run_1/placed.png
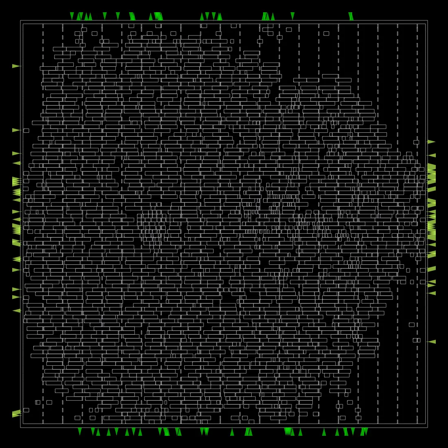
run_1/m2.png
Scale bar: 100 microns.
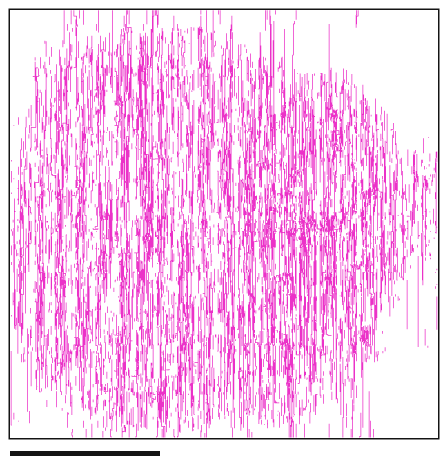
run_1/layers.png
Two of the layers only.
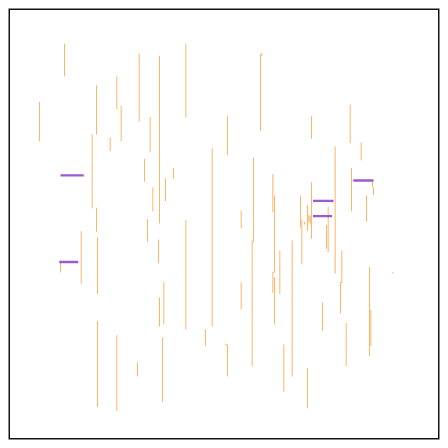
==> src/rtl/cpu_types_pkg.sv <==
// ============================================================================
//  Module : cpu_types_pkg
//  Brief  : Shared types for the instruction cache: FSM state encoding and
//           the fetch-address field split (tag / idx / byte offset).
//  Rev    : 1.0  initial release
// ============================================================================
`default_nettype none

package cpu_types_pkg;

  // Default number of icache frames shared by the CPU build.
  localparam int ICACHE_SETS  = 16;
  localparam int ICACHE_IW    = $clog2(ICACHE_SETS);
  localparam int ICACHE_TAG_W = 32 - ICACHE_IW - 2;

  typedef enum logic [0:0] {
    IDLE  = 1'b0,
    FETCH = 1'b1
  } icache_state_t;

  // Word-aligned fetch address split for the default geometry.
  typedef struct packed {
    logic [ICACHE_TAG_W-1:0] tag;
    logic [ICACHE_IW-1:0]    idx;
    logic [1:0]              bytoff;
  } icachef_t;

endpackage

`default_nettype wire

==> src/rtl/icache_frames.sv <==
// ============================================================================
//  Module : icache_frames
//  Brief  : Frame storage for the direct-mapped icache. Each frame is
//           {valid, tag, data}. One combinational read port, one write port.
//  Ports  : clk, rst_n        clock / async active-low reset (clears valid)
//           ridx              read index
//           rvalid/rtag/rdata read frame contents
//           wen/widx/wtag/wdata  frame write (sets valid)
//           flush             clears every valid bit at the next edge
//  Rev    : 1.0  initial release
// ============================================================================
`default_nettype none

module icache_frames #(
  parameter int NSETS = 16,
  parameter int IW    = $clog2(NSETS),
  parameter int TAG_W = 32 - IW - 2
) (
  input  logic             clk,
  input  logic             rst_n,
  input  logic [IW-1:0]    ridx,
  output logic             rvalid,
  output logic [TAG_W-1:0] rtag,
  output logic [31:0]      rdata,
  input  logic             wen,
  input  logic [IW-1:0]    widx,
  input  logic [TAG_W-1:0] wtag,
  input  logic [31:0]      wdata,
  input  logic             flush
);

  logic [NSETS-1:0] valid_q, valid_d;
  logic [TAG_W-1:0] tag_q  [NSETS];
  logic [TAG_W-1:0] tag_d  [NSETS];
  logic [31:0]      data_q [NSETS];
  logic [31:0]      data_d [NSETS];

  assign rvalid = valid_q[ridx];
  assign rtag   = tag_q[ridx];
  assign rdata  = data_q[ridx];

  // A flush coinciding with a fill wins: the frame contents are written but
  // the valid bit ends up clear.
  always_comb begin
    valid_d = valid_q;
    if (wen) begin
      valid_d[widx] = 1'b1;
    end
    if (flush) begin
      valid_d = '0;
    end
  end

  always_comb begin
    tag_d  = tag_q;
    data_d = data_q;
    if (wen) begin
      tag_d[widx]  = wtag;
      data_d[widx] = wdata;
    end
  end

  always_ff @(posedge clk or negedge rst_n) begin
    if (!rst_n) begin
      valid_q <= '0;
    end else begin
      valid_q <= valid_d;
    end
  end

  // Tag and data need no reset; they are qualified by valid.
  always_ff @(posedge clk) begin
    tag_q  <= tag_d;
    data_q <= data_d;
  end

endmodule

`default_nettype wire

==> src/rtl/icache.sv <==
// ============================================================================
//  Module : icache
//  Brief  : Direct-mapped, one-word-per-block instruction cache. Hits return
//           in the same cycle; a miss runs one blocking fill from memory and
//           the fetch is then served as a hit.
//  Ports  : CLK, nRST            clock / async active-low reset
//           imemREN, imemaddr    datapath fetch request and byte address
//           ihit, imemload       hit strobe and fetched instruction
//           flush                clear every valid bit
//           iREN, iaddr          memory read request and address
//           iwait, iload         memory busy and read data
//  Rev    : 1.0  initial release
// ============================================================================
`default_nettype none

module icache
  import cpu_types_pkg::*;
#(
  parameter int          NSETS   = ICACHE_SETS,
  parameter logic [31:0] PC_INIT = 32'h0
) (
  input  logic        CLK,
  input  logic        nRST,
  input  logic        imemREN,
  input  logic [31:0] imemaddr,
  output logic        ihit,
  output logic [31:0] imemload,
  input  logic        flush,
  output logic        iREN,
  output logic [31:0] iaddr,
  input  logic        iwait,
  input  logic [31:0] iload
);

  localparam int IW    = $clog2(NSETS);
  localparam int TAG_W = 32 - IW - 2;

  icache_state_t state_q, state_d;
  logic [31:0]   miss_addr_q, miss_addr_d;

  logic [IW-1:0]    req_idx;
  logic [TAG_W-1:0] req_tag;
  logic             frm_valid;
  logic [TAG_W-1:0] frm_tag;
  logic [31:0]      frm_data;
  logic             lookup_hit;
  logic             fill_en;

  assign req_idx = imemaddr[IW+1:2];
  assign req_tag = imemaddr[31:IW+2];

  icache_frames #(
    .NSETS (NSETS),
    .IW    (IW),
    .TAG_W (TAG_W)
  ) u_frames (
    .clk    (CLK),
    .rst_n  (nRST),
    .ridx   (req_idx),
    .rvalid (frm_valid),
    .rtag   (frm_tag),
    .rdata  (frm_data),
    .wen    (fill_en),
    .widx   (miss_addr_q[IW+1:2]),
    .wtag   (miss_addr_q[31:IW+2]),
    .wdata  (iload),
    .flush  (flush)
  );

  // Raw tag compare; only meaningful in IDLE and masked by flush below.
  assign lookup_hit = imemREN && frm_valid && (frm_tag == req_tag);

  always_comb begin
    state_d     = state_q;
    miss_addr_d = miss_addr_q;
    fill_en     = 1'b0;
    case (state_q)
      IDLE: begin
        if (imemREN && !lookup_hit && !flush) begin
          miss_addr_d = imemaddr;
          state_d     = FETCH;
        end
      end
      FETCH: begin
        // Fill always completes, even if the fetch address moved meanwhile.
        if (!iwait) begin
          fill_en = 1'b1;
          state_d = IDLE;
        end
      end
      default: state_d = IDLE;
    endcase
  end

  always_ff @(posedge CLK or negedge nRST) begin
    if (!nRST) begin
      state_q     <= IDLE;
      miss_addr_q <= '0;
    end else begin
      state_q     <= state_d;
      miss_addr_q <= miss_addr_d;
    end
  end

  assign ihit     = (state_q == IDLE) && lookup_hit && !flush;
  assign imemload = ihit ? frm_data : 32'h0;
  assign iREN     = (state_q == FETCH);
  assign iaddr    = iREN ? miss_addr_q : 32'h0;

  // Byte offset bits and the reserved PC_INIT carry no function here.
  logic unused_ok;
  assign unused_ok = ^{imemaddr[1:0], miss_addr_q[1:0], PC_INIT};

endmodule

`default_nettype wire
==> config.mk <==
export PLATFORM = sky130hd
export DESIGN_NAME = icache
export DESIGN_NICKNAME = d
export VERILOG_FILES = /design/src/rtl/cpu_types_pkg.sv /design/src/rtl/icache_frames.sv /design/src/rtl/icache.sv
export SDC_FILE = /design/constraint.sdc
export NUM_CORES = 1
export LEC_CHECK = 0
export CORE_MARGIN = 1.5
export CORE_UTILIZATION = 48
export CTS_CLUSTER_SIZE = 12
export DETAILED_ROUTE_END_ITERATION = 10
export PLACE_DENSITY = 0.67
export SLEW_MARGIN = 15
export SYNTH_ARGS = -nofsm -noshare
export SYNTH_HDL_FRONTEND = slang
export SYNTH_SLANG_ARGS = --single-unit
==> constraint.sdc <==
create_clock -name CLK -period 7.8 [get_ports CLK]
set_input_delay 1.56 -clock CLK [delete_from_list [all_inputs] [get_ports CLK]]
set_output_delay 1.56 -clock CLK [all_outputs]
set_load 0.01 [all_outputs]
==> metrics.csv, run 1 <==
stage,metric,value,unit
route,Routed met3 length,6160,microns
synthesis,XORs/XNORs by Area,0.527,%
floorplanning,FP Rows,103,
pwr,Clk pwr share,38.8,%
pwr,P_leak,0.0141,uW
cells_and_area,Top cells excl fill/tap,"edfxtp_1 (928), mux4_2 (254), clkdlybuf4s50_1 (129)",
synthesis,Post-synth mux share,17.6,%
synthesis,Syn. warnings,0,
pwr,Reg power frac,54.8,%
cells_and_area,Sequential Area,29100,sq um
synthesis,Post-Syn Nets,1801,
min_path,Hold Crit Endpoint,u_frames.valid_q[9],
clock_tree,clock sinks,977,
floorplanning,fp_density,48.4,%
critical_path,r2r startpoint,u_frames.tag_q[82],
clock_tree,cts bufs inserted,99,
synthesis,"Avg Cell Area, Syn",22.1,sq um
pwr,Clk power,4360,uW
pwr,Combinational Power Share,6.4,%
route,Detail Route Antenna Nets,0,
grt,GR met1 Demand/Resource,30.6,%
placed_design,DP HPWL,48700,microns
min_path,min-delay worst type,reg -> reg,
grt,overall routing resource usage,22.0,%
floorplanning,die width,285,microns
clock_tree,clock tree buffer depth,3,
sta,RSZ-0062 raised after global routing,no,
pwr,power per cell area,255,nW/um^2
floorplanning,io pins,135,
route,met2 wire length,43500,microns
sta,worst hold slack,0.501,ns
sta,Final Hold Violating Endpoints,0,
synthesis,"Adder Share, Synth",0,%
synthesis,Simple-Gate Fraction of Synth Area,3.13,%
sta,Worst Tran Pin Value,1.14,ns
placed_design,GPL Wtd Cong,0.844,
critical_path,worst r2r path cells,9,
route,DR vias/cell,6.05,
critical_path,Worst Setup SP,imemaddr[3],
synthesis,aoi share,1.51,%
status,run status,"complete, no violations",
route,DRT Pass-1 Iters,7,
grt,antenna violations before repair,7,
synthesis,"top comb family, area",multiplexers,
sta,slew margin rel.,23.9,%
grt,vias in the first global route,19300,
clock_tree,setup bufs post-CTS,0,
synthesis,Post-synth seq share,76.0,%
synthesis,cell total in the yosys stat output,1732,
critical_path,r2r endpoint,miss_addr_q[0],
critical_path,CP arrival,5.37,ns
sta,Slew Limit Fails,0,
sta,# setup viols final,0,
run,Tool Warnings,26,
cells_and_area,fin nets,2006,
pwr,seq pwr,6170,uW
synthesis,asr flop ratio synth,5.02,%
critical_path,CP Data Required Time,6.24,ns
run,max cap viols,0,
min_path,min-delay src,u_frames.valid_q[9],
About placed.png:
num sequential: 977
Util after Layout: 55.8%
core area: 79000 sq um
Seq area share: 65.9%

About m2.png:
- nets with wire on the layer: 1846
- share of all routed wire: 49%
- main direction: vertical
detailed-route via count: 18.5k
GR Layer Usage met2: 35.5%
DRT Wirelength: 88600 microns

About layers.png:
- M4: orange (wire length 2090 microns)
- M5: purple (wire length 59.8 microns)

-- run 1: critical path, cell delays in order --
cell	delay [ns]
buf_4	0.47
mux4_2	0.58
mux2i_1	0.17
xnor2_1	0.11
o21ai_0	0.52
nand4_1	0.17
nor4b_1	0.40
and4_2	0.36
buf_12	0.21
and2_1	0.18
clkdlybuf4s50_1	0.56
-- run 1: synth_stat cells, drive strengths merged, types with 3 or more instances --
cell type,number,area (sq um)
clkbuf,47,176
and2,68,425
a211oi,5,37.5
a22oi,4,30.0
o21ai,12,60.1
a21oi,7,35.0
mux2i,52,521
nor2b,3,18.8
a221o,5,50.1
a221oi,6,58.8
nand2b,11,68.8
or3,5,31.3
xnor2,23,201
buf,44,267
a2111oi,5,50.0
edfxtp,928,27900
mux4,254,5720
nand3,12,60.1
nor2,64,240
o221ai,4,35.0
and4,4,35.0
o22ai,4,25.0
a211o,4,35.0
nor3b,3,22.5
o2111ai,9,78.8
dfrtp,49,1230
nor3,18,90.1
mux2,34,492
and3,4,25.0
nand4,7,43.8
nand2,13,48.8
o211ai,5,37.5
nor4,5,37.5
nand4b,3,26.3
-- run 1: through the flow --
stage / cells / total power (uW)
after floorplan: 1732 / 6630
after global placement: 2886 / 6980
after detailed placement: 2886 / 7010
after CTS: 3060 / 11400
after global routing: 3061 / 11600
final: 3062 / 11300
-- run 1: layout make-up --
cell class                      count  share of cell area, %
Clock inverter                     20                  0.454
Antenna cell                        2                 0.0113
Timing Repair Buffer              195                   4.33
Multi-Input combinational cell    661                   20.0
Clock buffer                      154                   6.24
Sequential cell                   977                   65.9
Inverter                            3                 0.0312
Tap cell                         1050                   2.98
-- run 1: registers in the layout (all words and copies together) (netlist names) --
register / count
iREN: 1
miss_addr_q: 32
u_frames.data_q: 512
u_frames.tag_q: 416
u_frames.valid_q: 16
run_1/ff_map.png
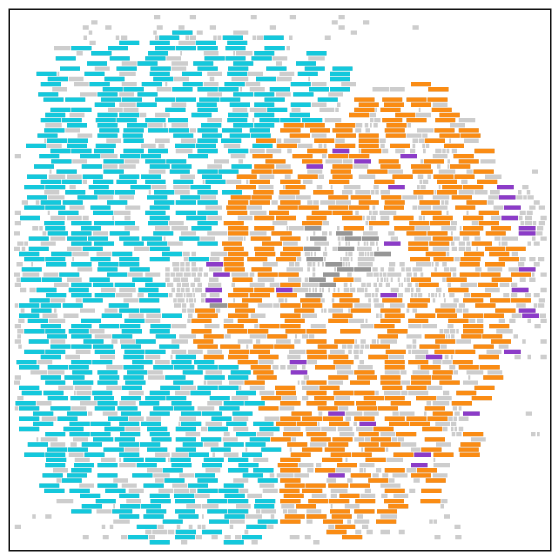

## Run 2: what changed since run 1
==> constraint.sdc (replaced) <==
create_clock -name CLK -period 7.8 [get_ports CLK]
set_input_delay 0.78 -clock CLK [delete_from_list [all_inputs] [get_ports CLK]]
set_output_delay 0.78 -clock CLK [all_outputs]
set_load 0.01 [all_outputs]
run_2/ff_map.png
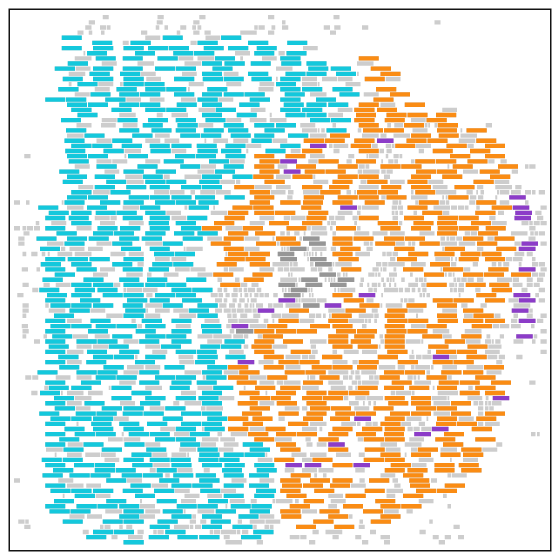
- `miss_addr_q`: purple (placed flops 32)
- `u_frames.tag_q`: orange (placed flops 416)
- `u_frames.data_q`: cyan (placed flops 512)
Sequential Area: 29100 sq um
Seq area share: 66.1%
Util after Layout: 55.7%
seq pwr: 6170 uW

run_2/placed.png
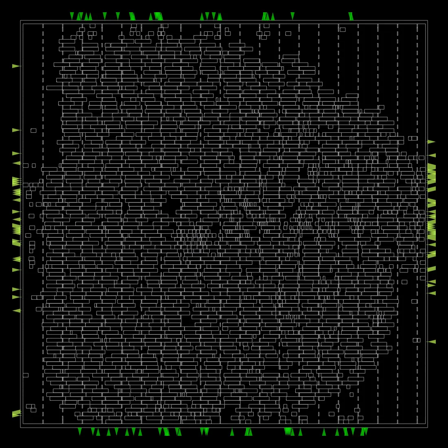
FP Rows: 103
fill count: 5801

run_2/m2.png
Scale bar: 100 microns.
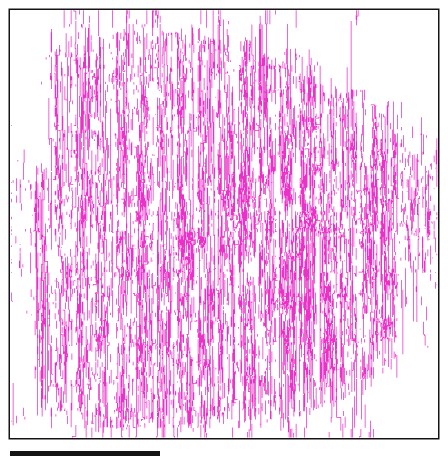
- nets with wire on the layer: 1817
- main direction: vertical
detailed-route via count: 18.6k
GR Layer Usage met2: 35.9%
DRT Wirelength: 89500 microns

==> metrics.csv, run 2 <==
stage,metric,value,unit,change
clock_tree,clock tree buffer depth,3,,unchanged
sta,Worst Tran Pin Value,1.10,ns,-0.0358 ns
cells_and_area,"Design Area, Final",44000,sq um,
floorplanning,io pins,135,,unchanged
critical_path,CP bufs+invs,3,,unchanged
route,wire length per cell,29.4,microns,
sta,worst hold slack,0.298,ns,-0.203 ns
critical_path,"Slowest-stage cell, CP",and4_2,,
grt,antenna violations before repair,4,,-3
critical_path,CP Data Required Time,7.02,ns,+0.78 ns
cells_and_area,fin nets,1994,,-0.60%
clock_tree,setup bufs post-CTS,0,,unchanged
grt,vias in the first global route,19200,,-0.21%
sta,RSZ-0062 raised after global routing,no,,
synthesis,"top cells, area","edfxtp_1 (73%), mux4_2 (15%), dfrtp_1 (3.2%), mux2i_1 (1.4%), mux2_4 (1.1%)",,
route,DR vias/cell,6.11,,+0.97%
synthesis,cell taking the most area after synthesis,edfxtp_1,,
placed_design,DP Area,41000,sq um,
cells_and_area,layout cell share with drive strength beyond 1,24.5,%,
clock_tree,CTS tree,done,,
critical_path,CP max stage delay,0.85,ns,+0.27 ns
grt,largest net degree at the start of global routing,102,,
clock_tree,clk slew on worst S/H paths,0.06,ns,
synthesis,asr flop ratio synth,5.02,%,unchanged
critical_path,Critical Path Start Type,input pin,,
synthesis,Area leader share,72.8,%,unchanged
pwr,P_leak,0.0140,uW,-0.33%
placed_design,GPL Wtd Cong,0.817,,-3.2%
route,DRT Pass-1 Iters,5,,-2
pwr,power per cell area,257,nW/um^2,+0.63%
cells_and_area,Largest register FFs,512,,unchanged
route,Starting DRT DRC Count,1941,,
synthesis,Post-Syn Nets,1801,,unchanged
placed_design,dpl cells,2872,,-0.49%
clock_tree,cts bufs inserted,100,,+1.0%
critical_path,crit-path leading delay family,simple AND/OR/NAND/NOR gates,,
critical_path,CP Capture Type,primary output,,
synthesis,"Registers, synthesis",977,,
synthesis,Post-synth seq share,76.0,%,unchanged
sta,Fmax,163,MHz,
sta,Slew Limit Fails,0,,unchanged
cells_and_area,Post-Layout Cell Count,3048,,-0.46%
grt,total grt overflow,0,,
pwr,VDD IR max,0.000186,V,
critical_path,worst path cell trace,buf_4 -> buf_4 -> mux4_2 -> nor3b_1 -> or3_1 -> o2111ai_1 -> o2111ai_1 -> nor4_1 -> and4_2 -> and2_1 -> clkdlybuf4s50_1,,
sta,# setup viols final,0,,unchanged
sta,setup ws final,1.67,ns,
cells_and_area,Top cells excl fill/tap,"edfxtp_1 (928), mux4_2 (254), clkdlybuf4s50_1 (129)",,
cells_and_area,MI comb area,8830,sq um,
floorplanning,die width,285,microns,unchanged
synthesis,top-count cell post-synth,edfxtp_1,,
run,Tool Warnings,29,,+12%
route,Detail Route Antenna Nets,0,,unchanged
placed_design,Port Buffers,134,,
synthesis,flip-flops with a built-in enable,928,,
cells_and_area,most flop-heavy register,u_frames.data_q,,
floorplanning,core area,79000,sq um,unchanged
sta,skew final,0.0462,ns,
synthesis,"Avg Cell Area, Syn",22.1,sq um,unchanged
pwr,total power,11300,uW,+0.38%
critical_path,CP arrival,5.35,ns,-0.02 ns
clock_tree,clock root cell,clkbuf_16,,
placed_design,DP HPWL,47900,microns,-1.7%
status,run status,"complete, no violations",,
sta,Final Hold Violating Endpoints,0,,unchanged
clock_tree,CTS resizes,0,,
critical_path,Critical Path Fanout Max,35,,
clock_tree,htree depth,3,,
synthesis,Syn. warnings,0,,unchanged
floorplanning,fp_density,48.4,%,unchanged
synthesis,top cells by instance count after synthesis,"edfxtp_1 (928), mux4_2 (254), and2_1 (68)",,
cells_and_area,top flop regs,"u_frames.data_q (512), u_frames.tag_q (416), miss_addr_q (32)",,
synthesis,yosys synthesis chip area,38300,sq um,
clock_tree,hold buffer count at CTS,0,,
synthesis,post-synthesis cell count,1732,,
sta,slew margin rel.,26.4,%,+2.6 points
min_path,min-delay worst type,in -> async,,
grt,overall routing resource usage,22.2,%,+0.23 points
clock_tree,Late-Pin Clk Latency,0.66,ns,
synthesis,cell total in the yosys stat output,1732,,unchanged
run,max cap viols,0,,unchanged
synthesis,Synth Flop Type,edfxtp_1,,
grt,first-pass GRT wire length,131000,microns,
clock_tree,clock sinks,977,,unchanged
-- run 2: cell families (layout without fill, tap and decap cells) --
logic type | after synthesis | count (layout) | synth area share [%]
buffers and inverters | 94 | 359 | 1.19
flip-flops | 977 | 977 | 76.0
AND-OR/OR-AND | 75 | 75 | 1.51
multiplexers | 340 | 340 | 17.6
other | 0 | 1 | 0
AND/OR/NAND/NOR | 223 | 223 | 3.13
XOR/XNOR | 23 | 23 | 0.527
-- run 2: worst register-to-register path: cells and delay by family (launching register included) --
family	cells	cell delay, ns
compound gates	2	1.19
buf+inv	1	0.53
flops	1	0.38
mux	2	0.89
simple gates	4	0.74
-- run 2: path summary, 6_finish.rpt --
check	depth (start not counted)	slack [ns]	startpoint	to
min reg2reg	1	0.50	miss_addr_q[1]	miss_addr_q[1]
min	2	0.30	nRST	miss_addr_q[29]
max	11	1.67	imemaddr[3]	imemload[30]
max in group asynchronous	2	6.93	nRST	iREN
max reg2reg	9	3.95	u_frames.tag_q[0]	miss_addr_q[31]
min in group CLK	1	0.50	miss_addr_q[1]	miss_addr_q[1]
-- run 2: power by group --
part | internal, uW | switching [uW]
clock network | 2510 | 1900
logic | 328 | 389
registers | 5990 | 181
total | 8820 | 2470
-- run 2: final cells by class --
cell class,count,share of cell area (%)
Inverter,3,0.0313
Clock buffer,142,6.23
Multi-Input combinational cell,661,20.1
Timing Repair Buffer,182,3.93
Antenna cell,1,0.00569
Clock inverter,32,0.640
Tap cell,1050,2.99
Sequential cell,977,66.1
-- run 2: layer usage --
metal,part of all wire (%),track usage [%],vias to the layer above
met1,41,31.4,10000
met3,7.9,4.90,150
met5,0.065,0,-
li1,-,-,7640
met2,49,35.9,796
met4,1.9,4.93,8
run_2/port_trees.png
Scale bar: 100 microns.
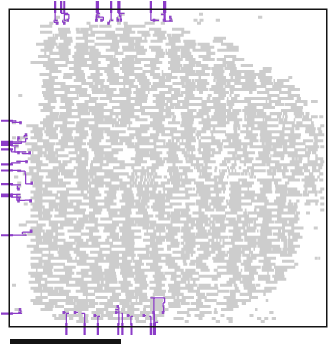

## Run 3: what changed since run 2
==> constraint.sdc (replaced) <==
create_clock -name CLK -period 5.7 [get_ports CLK]
set_input_delay 0.57 -clock CLK [delete_from_list [all_inputs] [get_ports CLK]]
set_output_delay 0.57 -clock CLK [all_outputs]
set_load 0.01 [all_outputs]
run_3/port_trees.png
Scale bar: 100 microns.
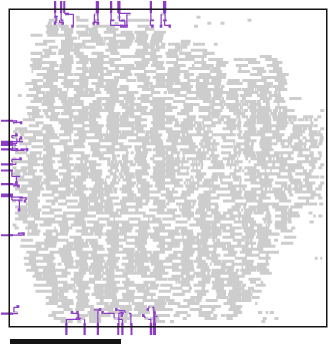
- `imemload`: purple (direction output; end cells 32; wire 591 microns)

run_3/m2.png
Scale bar: 100 microns.
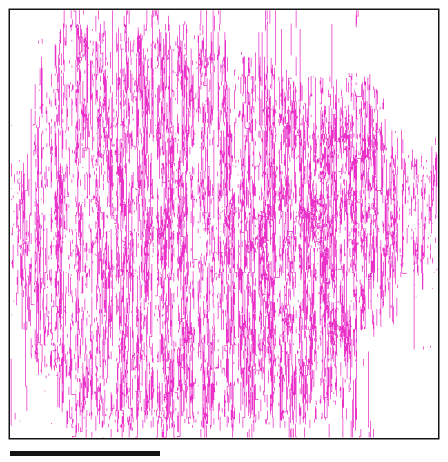
- longest straight run: 112 microns
- wire length on this layer: 43.9 mm

run_3/placed.png
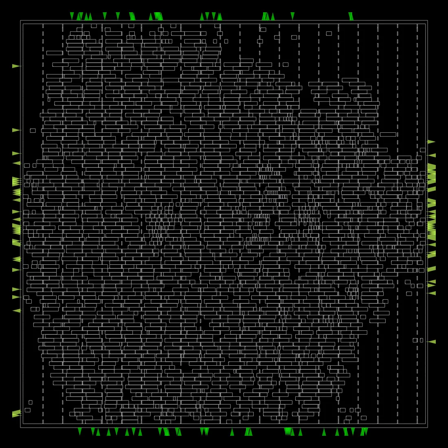
Util after Layout: 55.9%
n_taps: 1050
Seq area share: 65.9%
fill count: 5778
Post-Layout Cell Count: 3062

==> metrics.csv, run 3 <==
stage,metric,value,unit,change
status,run status,"complete, no violations",,
clock_tree,CTS resizes,0,,unchanged
synthesis,"top comb family, area",multiplexers,,
critical_path,"Slowest-stage cell, CP",mux4_2,,
clock_tree,clk slew on worst S/H paths,0.06,ns,about the same
synthesis,Post-synth mux share,17.6,%,unchanged
clock_tree,Late-Pin Clk Latency,0.66,ns,about the same
run,Tool Warnings,26,,-10%
clock_tree,clock sinks,977,,unchanged
synthesis,cell total in the yosys stat output,1732,,unchanged
synthesis,asr flop ratio synth,5.02,%,unchanged
synthesis,Synth Flop Type,edfxtp_1,,
sta,Worst Tran Pin Value,1.16,ns,+0.0568 ns
pwr,VDD IR max,0.000225,V,+21%
pwr,Sw Ratio,21.9,%,about the same
clock_tree,cts bufs inserted,99,,-1.0%
critical_path,CP Capture Type,primary output,,
grt,GR met1 Demand/Resource,31.9,%,+0.54 points
pwr,Combinational Power Share,6.5,%,+0.2 points
critical_path,Critical Path Start Type,input pin,,
route,DR vias/cell,6.10,,about the same
route,Starting DRT DRC Count,1818,,-6.3%
cells_and_area,most flop-heavy register,u_frames.data_q,,
grt,overall routing resource usage,22.3,%,about the same
placed_design,Port Buffers,134,,unchanged
grt,largest net degree at the start of global routing,78,,-24%
critical_path,worst path cell trace,buf_4 -> mux4_2 -> mux2i_1 -> xnor2_1 -> o21ai_0 -> nand4_1 -> nor4b_1 -> and4_2 -> buf_12 -> and2_1 -> clkdlybuf4s50_1,,
clock_tree,hold buffer count at CTS,0,,unchanged
route,DRT Pass-1 Iters,5,,unchanged
run,max cap viols,0,,unchanged
grt,antenna violations before repair,3,,-1
route,WL met1,37200,microns,+1.2%
grt,total grt overflow,0,,unchanged
sta,skew final,0.0351,ns,-0.0111 ns
synthesis,Simple-Gate Fraction of Synth Area,3.13,%,unchanged
route,wire length per cell,29.3,microns,-0.18%
pwr,Clk pwr share,38.7,%,-0.3 points
route,detailed-route via count,18700,,+0.38%
cells_and_area,top flop regs,"u_frames.data_q (512), u_frames.tag_q (416), miss_addr_q (32)",,
synthesis,XORs/XNORs by Area,0.527,%,unchanged
cells_and_area,Top cells excl fill/tap,"edfxtp_1 (928), mux4_2 (254), clkdlybuf4s50_1 (129)",,
pwr,P_leak,0.0141,uW,+0.47%
floorplanning,FP Rows,103,,unchanged
pwr,internal power,12000,uW,+36%
placed_design,GPL Wtd Cong,0.847,,+3.7%
sta,Final Hold Violating Endpoints,0,,unchanged
pwr,seq pwr,8440,uW,+37%
cells_and_area,"Area growth, synth to finish",15.4,%,
floorplanning,core area,79000,sq um,unchanged
cells_and_area,fin nets,2009,,+0.75%
clock_tree,setup bufs post-CTS,0,,unchanged
synthesis,aoi share,1.51,%,unchanged
critical_path,CP bufs+invs,3,,unchanged
synthesis,Area leader share,72.8,%,unchanged
placed_design,DP Area,41200,sq um,+0.51%
route,top layer in use,met5,,
route,Routed met3 length,6660,microns,-6.1%
clock_tree,clock root cell,clkbuf_16,,
synthesis,cell taking the most area after synthesis,edfxtp_1,,
synthesis,"Avg Cell Area, Syn",22.1,sq um,unchanged
pwr,power per cell area,349,nW/um^2,+36%
synthesis,yosys synthesis chip area,38300,sq um,unchanged
sta,RSZ-0062 raised after global routing,no,,
sta,Slew Limit Fails,0,,unchanged
sta,Fmax,197,MHz,
route,met2 wire length,43900,microns,about the same
synthesis,Post-synth seq share,76.0,%,unchanged
pwr,Clk power,5960,uW,+35%
sta,slew margin rel.,22.5,%,-4.0 points
synthesis,Syn. warnings,0,,unchanged
floorplanning,die width,285,microns,unchanged
pwr,Top pwr grp,registers,,
clock_tree,CTS tree,done,,
synthesis,Post-Syn Nets,1801,,unchanged
grt,first-pass GRT wire length,131000,microns,+0.41%
floorplanning,io pins,135,,unchanged
synthesis,top cells by instance count after synthesis,"edfxtp_1 (928), mux4_2 (254), and2_1 (68)",,
route,Detail Route Antenna Nets,0,,unchanged
critical_path,crit-path leading delay family,buffers and inverters,,
cells_and_area,"Design Area, Final",44200,sq um,+0.33%
cells_and_area,layout cell share with drive strength beyond 1,24.6,%,+0.13 points
synthesis,"top cells, area","edfxtp_1 (73%), mux4_2 (15%), dfrtp_1 (3.2%), mux2i_1 (1.4%), mux2_4 (1.1%)",,
clock_tree,clock tree buffer depth,3,,unchanged
grt,vias in the first global route,19200,,-0.18%
grt,GR Layer Usage met2,35.8,%,-0.14 points
pwr,switching pwr,3370,uW,+36%
pwr,total power,15400,uW,+36%
synthesis,"Registers, synthesis",977,,unchanged
route,DRT Wirelength,89800,microns,+0.27%
synthesis,top-count cell post-synth,edfxtp_1,,
synthesis,post-synthesis cell count,1732,,unchanged
floorplanning,fp_density,48.4,%,unchanged
critical_path,CP Data Required Time,5.13,ns,-1.89 ns
pwr,Comb group,994,uW,+39%
clock_tree,htree depth,3,,unchanged
synthesis,flip-flops with a built-in enable,928,,unchanged
cells_and_area,Largest register FFs,512,,unchanged
## run 3: path summary, 6_finish.rpt
check | start | end | slack, ns | depth (start not counted)
setup / recovery | imemaddr[3] | imemload[28] | 0.63 | 11
hold / removal | nRST | miss_addr_q[30] | 0.06 | 2
setup reg to reg | u_frames.tag_q[0] | miss_addr_q[26] | 1.98 | 9
hold reg to reg | u_frames.valid_q[0] | u_frames.valid_q[0] | 0.49 | 2
max in group asynchronous | nRST | iREN | 5.00 | 2
min in group CLK | imemaddr[5] | miss_addr_q[5] | 0.46 | 2
## run 3: worst reg2reg max path: stages, from the launching register on
cell       delay (ns)
edfxtp_1         0.37
mux4_2           0.49
and4_1           0.21
a2111oi_0        0.66
nand3_1          0.25
nand4_1          0.16
nor3_1           0.08
a31oi_4          0.61
buf_4            0.45
mux2_4           0.34
## run 3: layout make-up
class | count | area, sq um
Multi-Input combinational cell | 661 | 8830
Inverter | 3 | 13.8
Antenna cell | 1 | 2.50
Clock buffer | 143 | 2740
Tap cell | 1050 | 1310
Timing Repair Buffer | 198 | 1940
Fill cell | 5778 | 34800
Clock inverter | 29 | 223
Sequential cell | 977 | 29100
## run 3: logic make-up after synthesis
logic type | count (synthesis)
AOI/OAI and AO/OA | 75
xor gates and xnor gates | 23
buffers and inverters | 94
DFF | 977
muxes | 340
and+or+nand+nor | 223
## run 3: through the flow
| stage | hold slack (ns) | instances |
|---|---|---|
| 2_1_floorplan | 0.274 | 1732 |
| 3_3_place_gp | 0.472 | 2888 |
| 3_5_place_dp | 0.483 | 2888 |
| 4_1_cts | 0.109 | 3060 |
| 5_1_grt | 0.148 | 3061 |
| 6_report | 0.0561 | 3062 |
Power figures rest on the tool's default switching activity, not on a simulated workload.
